Run 1, wire density map:
18 x 18 tiles, from black (low) to pale yellow (high), scaled to the fullest tile. Values are wire area over tile area, all layers added.
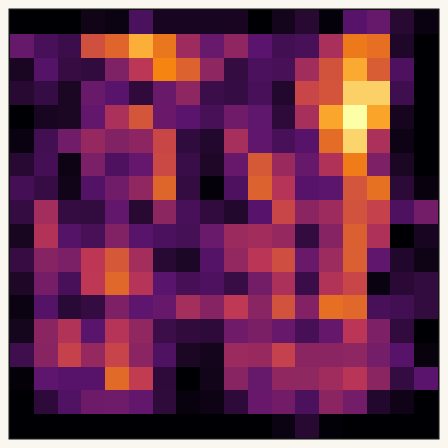
Run 1, sequential cells colored by netlist name:
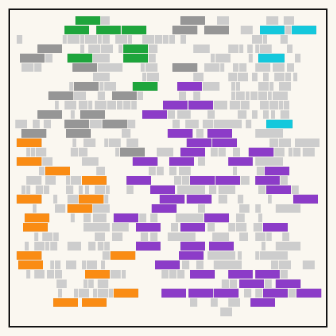
Run 1, placed standard cells:
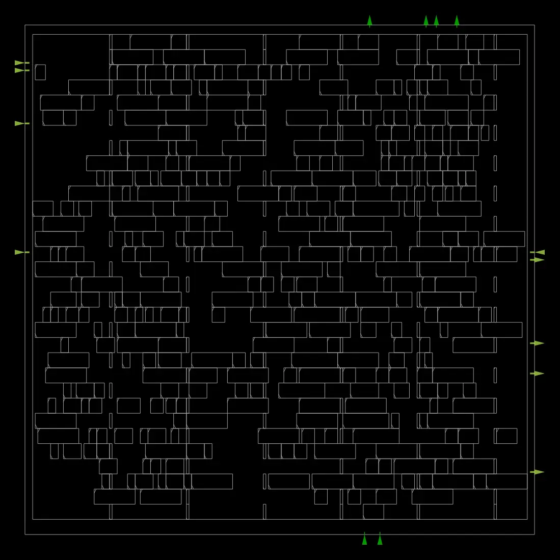
## src/rtl/delay_tuner_pkg.sv

```systemverilog
// Shared types and defaults for the multi-channel tunable strobe delay line.
package delay_tuner_pkg;

    localparam int DEF_DIV  = 50_000;
    localparam int DEF_N    = 8;
    localparam int DEF_MAXD = 16;

    function automatic int len_width(input int maxd);
        return (maxd > 1) ? $clog2(maxd) : 1;
    endfunction

    localparam int DEF_LEN_W = len_width(DEF_MAXD);

    typedef logic [DEF_LEN_W-1:0] len_t;

    typedef enum logic [1:0] {
        LEN_HOLD,
        LEN_INC,
        LEN_DEC
    } len_op_e;

endpackage

```

## src/rtl/delay_tuner_mc_btn_debounce.sv

```systemverilog
// Button conditioner: 2-FF synchroniser, N-sample agreement filter, rising-edge press pulse.
module btn_debounce #(
    parameter int N = 8
) (
    input  logic clk,
    input  logic rst,
    input  logic tick,
    input  logic btn,
    output logic press
);

    logic [1:0]   sync;
    logic [N-1:0] samp;
    logic         stable;

    always_ff @(posedge clk) begin
        if (rst) begin
            sync   <= '0;
            samp   <= '0;
            stable <= 1'b0;
            press  <= 1'b0;
        end else begin
            sync  <= {sync[0], btn};
            press <= 1'b0;
            if (tick)
                samp <= {samp[N-2:0], sync[1]};
            // mixed samples leave stable untouched, so bounce never toggles it
            if (&samp) begin
                stable <= 1'b1;
                press  <= ~stable;
            end else if (~|samp) begin
                stable <= 1'b0;
            end
        end
    end

endmodule

```

## src/rtl/delay_tuner_mc.sv

```systemverilog
// Multi-channel cycle-delay line whose tap is tuned by debounced up/down buttons.
// Optional freeze input enabled by defining DELAY_LOCK_EN.
module delay_tuner_mc
    import delay_tuner_pkg::*;
#(
    parameter  int NCH      = 3,
    parameter  int MAXD     = DEF_MAXD,
    parameter  int LEN_INIT = 0,
    parameter  int WRAP     = 1,
    parameter  int DIV      = DEF_DIV,
    parameter  int N        = DEF_N,
    localparam int LEN_W    = len_width(MAXD)
) (
    input  logic             clk,
    input  logic             rst,
    input  logic [NCH-1:0]   din,
    input  logic             btn_up,
    input  logic             btn_dn,
`ifdef DELAY_LOCK_EN
    input  logic             lock,
`endif
    output logic [NCH-1:0]   dout,
    output logic [LEN_W-1:0] len,
    output logic             len_upd
);

    localparam int              DIV_W   = $clog2(DIV);
    localparam logic [LEN_W-1:0] LEN_MAX = LEN_W'(MAXD - 1);

    logic [DIV_W-1:0] div_cnt;
    logic             tick;
    logic             up_p;
    logic             dn_p;
    len_op_e          op;
    logic [LEN_W-1:0] len_nxt;
    logic [NCH-1:0]   hist [MAXD-1];

    assign tick = (div_cnt == DIV_W'(DIV - 1));

    always_ff @(posedge clk) begin
        if (rst || tick)
            div_cnt <= '0;
        else
            div_cnt <= div_cnt + 1'b1;
    end

    btn_debounce #(.N(N)) u_deb_up (
        .clk   (clk),
        .rst   (rst),
        .tick  (tick),
        .btn   (btn_up),
        .press (up_p)
    );

    btn_debounce #(.N(N)) u_deb_dn (
        .clk   (clk),
        .rst   (rst),
        .tick  (tick),
        .btn   (btn_dn),
        .press (dn_p)
    );

    always_comb begin
        op = LEN_HOLD;
        if (up_p && !dn_p)
            op = LEN_INC;
        else if (dn_p && !up_p)
            op = LEN_DEC;
`ifdef DELAY_LOCK_EN
        // debouncers keep running under lock so a held press is not replayed later
        if (lock)
            op = LEN_HOLD;
`endif
        len_nxt = len;
        case (op)
            LEN_INC: if (!(len == LEN_MAX && WRAP == 0)) len_nxt = len + 1'b1;
            LEN_DEC: if (!(len == '0 && WRAP == 0))      len_nxt = len - 1'b1;
            default: len_nxt = len;
        endcase
    end

    always_ff @(posedge clk) begin
        if (rst) begin
            len     <= LEN_W'(LEN_INIT);
            len_upd <= 1'b0;
        end else begin
            len     <= len_nxt;
            len_upd <= (len_nxt != len);
        end
    end

    always_ff @(posedge clk) begin
        if (rst) begin
            for (int k = 0; k < MAXD - 1; k++)
                hist[k] <= '0;
        end else begin
            hist[0] <= din;
            for (int k = 1; k < MAXD - 1; k++)
                hist[k] <= hist[k-1];
        end
    end

    // tap changes take effect immediately; history is never flushed
    always_comb begin
        dout = din;
        if (len != '0)
            dout = hist[len - 1'b1];
    end

endmodule

```

## config.mk

```make
export PLATFORM = sky130hd
export DESIGN_NAME = delay_tuner_mc
export DESIGN_NICKNAME = d
export VERILOG_FILES = /design/src/rtl/delay_tuner_pkg.sv /design/src/rtl/delay_tuner_mc_btn_debounce.sv /design/src/rtl/delay_tuner_mc.sv
export SDC_FILE = /design/constraint.sdc
export NUM_CORES = 1
export LEC_CHECK = 0
export ABC_CLOCK_PERIOD_IN_PS = 3380
export CAP_MARGIN = 20
export CELL_PAD_IN_SITES_DETAIL_PLACEMENT = 0
export CELL_PAD_IN_SITES_GLOBAL_PLACEMENT = 1
export CORE_UTILIZATION = 45
export CTS_BUF_LIST = sky130_fd_sc_hd__clkbuf_8
export CTS_CLUSTER_DIAMETER = 100
export DETAILED_ROUTE_END_ITERATION = 16
export PLACE_DENSITY_LB_ADDON = 0.1
export REMOVE_ABC_BUFFERS = 1
export SLEW_MARGIN = 10
export SYNTH_ARGS = -nofsm -noshare
export SYNTH_HDL_FRONTEND = slang
export SYNTH_SLANG_ARGS = --single-unit
```

## constraint.sdc

```tcl
create_clock -name clk -period 3.38 [get_ports clk]
set_input_delay 0.676 -clock clk [delete_from_list [all_inputs] [get_ports clk]]
set_output_delay 0.676 -clock clk [all_outputs]
set_load 0.05 [all_outputs]
```

==> results_dict.tcl, run 1 <==
# yosys + openroad results
set metrics [dict create \
    hold-path-cell-count 1 \
    timing.critical_path.to_type "primary output" \
    worstRegToRegCells 7 \
    critical_path.max_fanout 13 \
    yosysMostFrequentCell "sky130_fd_sc_hd__dfxtp_1" \
    post_synth_inst_count 351 \
    status "finished, final reports clean" \
    antenna_cells_inserted 0 \
    slew_viol_final 0 \
    worstPathCellList "inv_1 -> ha_1 -> xnor2_1 -> buf_4 -> mux4_2 -> a22oi_1 -> a41oi_1 -> buf_12" \
    grt_pass1_vias 2255 \
    power_density_nw_per_um2 446 \
    lay_top_cells "88 x sky130_fd_sc_hd__dfxtp_1, 50 x sky130_fd_sc_hd__nor2b_1, 42 x sky130_fd_sc_hd__nor2_1, 19 x sky130_fd_sc_hd__mux2i_1, 11 x sky130_fd_sc_hd__inv_1" \
    wl_per_cell_um 12.8 \
    worstHoldStart "u_deb_up.stable$_SDFFE_PP0P_" \
    top_cells_by_count "90 x sky130_fd_sc_hd__dfxtp_1, 50 x sky130_fd_sc_hd__nor2b_1, 42 x sky130_fd_sc_hd__nor2_1, 19 x sky130_fd_sc_hd__mux2i_1, 13 x sky130_fd_sc_hd__clkbuf_1" \
    post_cts_resize_count 0 \
    place.port_buffers 14 \
    clock_buffer_count 10 \
    critical_path_class "reg2out" \
    worst_slew_margin_rel_pct 65.6 \
    top_logic_kind "simple AND/OR/NAND/NOR gates" \
    cp_num_buf_inv 3 \
    p_clk_share_pct 37.3 \
    warning_count 27 \
    clock_tree.htree_level_count 3 \
    xor_share_pct 3.41 \
    postRouteWirelength_mm 6.04 \
    arrival_ps 2490 \
    finish.instance_area_sq_um 4050 \
    placedCellCount 455 \
    ys_ff 90 \
    timing.critical_path.from "len[0]$_SDFF_PP0_" \
    pg_comb_mw 0.0564 \
    post-cts-setup-buffer-count 0 \
]
Notes on 'wire density map' above:
The densest ninth of the die: north-east. 11% of the tiles are nearly empty. The fullest tile reaches 0.41. 15% of the tiles are over half the peak.

Notes on 'sequential cells colored by netlist name' above:
Key: hist = purple [sequential cells 45]; u_deb_up.samp = green [sequential cells 8]; len = cyan [sequential cells 4, where north-east]; div_cnt = orange [sequential cells 16]
Another 17 sequential cells are not colored.

Notes on 'placed standard cells' above:
final core utilization: 52.5%
number of rows created at floorplan: 32
fillers: 712
Finished Layout Cells: 471
sequential cell count: 90

[run 1: routing by layer]
layer	up-vias	part of all wire, %	track usage (%)
met2	26	44	23.7
met5	-	0	0
met4	0	1.0	5.95
met3	6	2.9	4.69
li1	1249	-	-
met1	1103	52	21.8
[run 1: per-stage QoR]
step | setup WS, ps | setup TNS [ps] | hold slack (ps)
finish | 219 | 0 | 423
global route | 64.5 | 0 | 445
detailed placement | 508 | 0 | 413
global placement | 542 | 0 | 405
floorplan | -1310 | -3260 | 391
CTS | 108 | 0 | 427
Run 1, the metal 3 layer:
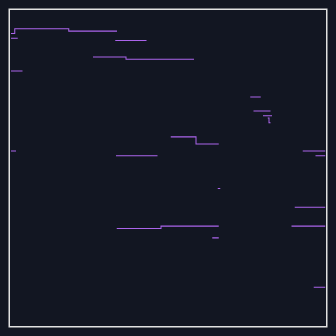

## Run 2: what changed since run 1
--- a/config.mk
+++ b/config.mk
@@ -5,11 +5,11 @@
 export SDC_FILE = /design/constraint.sdc
 export NUM_CORES = 1
 export LEC_CHECK = 0
-export ABC_CLOCK_PERIOD_IN_PS = 3380
+export ABC_CLOCK_PERIOD_IN_PS = 3200
 export CAP_MARGIN = 20
 export CELL_PAD_IN_SITES_DETAIL_PLACEMENT = 0
 export CELL_PAD_IN_SITES_GLOBAL_PLACEMENT = 1
-export CORE_UTILIZATION = 45
+export CORE_UTILIZATION = 49
 export CTS_BUF_LIST = sky130_fd_sc_hd__clkbuf_8
 export CTS_CLUSTER_DIAMETER = 100
 export DETAILED_ROUTE_END_ITERATION = 16
==> constraint.sdc (replaced) <==
create_clock -name clk -period 3.2 [get_ports clk]
set_input_delay 0.64 -clock clk [delete_from_list [all_inputs] [get_ports clk]]
set_output_delay 0.64 -clock clk [all_outputs]
set_load 0.05 [all_outputs]
Run 2, the metal 3 layer:
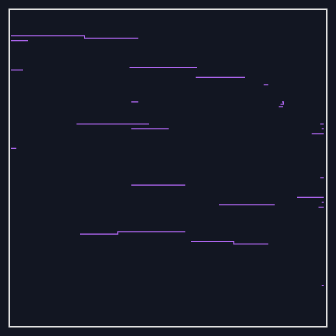
The wires run mostly horizontal. The layer carries 206 um of wire.

==> run 2 against run 1 <==
Net effect:
- synthesized cell count is the same
- combinational power increased by 4.6%
- critical endpoint unchanged
- count of clock-buffer cells in the layout unchanged
- global-route usage grew 1.3 points
- power grew 8.7%
- sequential share of layout area decreased by 0.30 points
- register-to-register slack got worse by 170 ps
- highest routed layer unchanged
- sequential power rose by 6%
==> results_dict.tcl, run 2 <==
# yosys + openroad results
set metrics [dict create \
    synth_chip_area_sq_um 3600 \
    grt_use_total_pct 17.3 \
    drt_drc_violations_left 0 \
    pre_cts_ws_ps 353 \
    placedCellCount 451 \
    top_cells_by_count "90 x sky130_fd_sc_hd__dfxtp_1, 50 x sky130_fd_sc_hd__nor2b_1, 42 x sky130_fd_sc_hd__nor2_1, 19 x sky130_fd_sc_hd__mux2i_1, 13 x sky130_fd_sc_hd__clkbuf_1" \
    worstHoldStart "u_deb_up.stable$_SDFFE_PP0P_" \
    top_logic_kind "simple AND/OR/NAND/NOR gates" \
    ys_ff 90 \
    worst_slack_ps 165 \
    arrival_ps 2390 \
    grtUsageMet1_pct 22.6 \
    clock_tree.htree_level_count 3 \
    lay_top_cells "89 x sky130_fd_sc_hd__dfxtp_1, 50 x sky130_fd_sc_hd__nor2b_1, 42 x sky130_fd_sc_hd__nor2_1, 19 x sky130_fd_sc_hd__mux2i_1, 11 x sky130_fd_sc_hd__inv_1" \
    met2_layer_wire_length_in_the_routed_design_mm 2.67 \
    p_clk_share_pct 39.2 \
    status "finished, final reports clean" \
    grt_max_usage_layer "met2" \
    worstPathCellList "inv_1 -> ha_2 -> xnor2_1 -> buf_4 -> mux4_2 -> a22oi_1 -> a41oi_2 -> buf_12" \
    top_power_group "sequential cells" \
    post_cts_clock_slew_at_the_launch_and_capture_registers_of_the_worst_setup_and_hold_paths_ps 90 \
    route.layer.met1.wl_mm 3.05 \
    critical_path.max_fanout 11 \
    power_density_nw_per_um2 481 \
    timing.critical_path.to_type "primary output" \
    antenna_cells_inserted 0 \
    global_route.usage.met2_pct 26.4 \
    wl_met3_um 205 \
    critical_path_class "reg2out" \
    postRouteWirelength_mm 5.94 \
    seq_power_share_pct 57.8 \
    warning_count 27 \
    cp_num_cells 8 \
    worstRegToRegCells 7 \
    slew_viol_final 0 \
    wl_per_cell_um 12.7 \
    grt.met3_usage_pct 6.50 \
    routed.top_layer "met4" \
    cp_num_buf_inv 3 \
]
Run 2, placed standard cells:
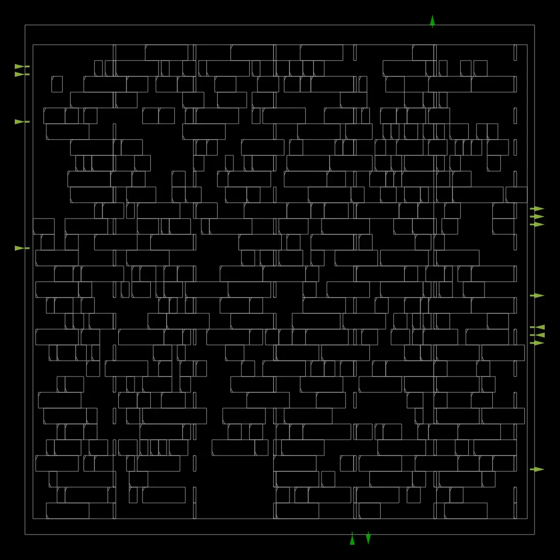
final core utilization: 58.8%
number of rows created at floorplan: 30
Finished Layout Cells: 468
Core Footprint: 6940 sq um
fillers: 613

==> run 2: cell type report <==
class                   instances  area (sq um)  area share, %
flip-flops and latches         90          1810           44.2
multi-input cells             232          1680           41.1
repair buffers                 23           233           5.70
clock buffers                  10           138           3.37
well taps                      96           120           2.94
clock inverters                 6          66.3           1.62
inverters                      11          41.3           1.01
==> run 2: timing repair <==
| item | in CTS | in global routing |
|---|---|---|
| buffers inserted | 0 | 1 |
| setup endpoints to repair | 3 | 3 |
| hold buffers | 0 | 0 |
| gates resized | 1 | 3 |
==> run 2: stage by stage <==
step	instance area (sq um)	hold WS (ps)	setup TNS, ps
after floorplan	3510	391	-3690
after global placement	3860	404	0
after detailed placement	3860	411	0
after CTS	4060	423	0
after global routing	4080	428	0
final	4080	417	0
No activity file was given, so power comes from the tool's default toggle rates.
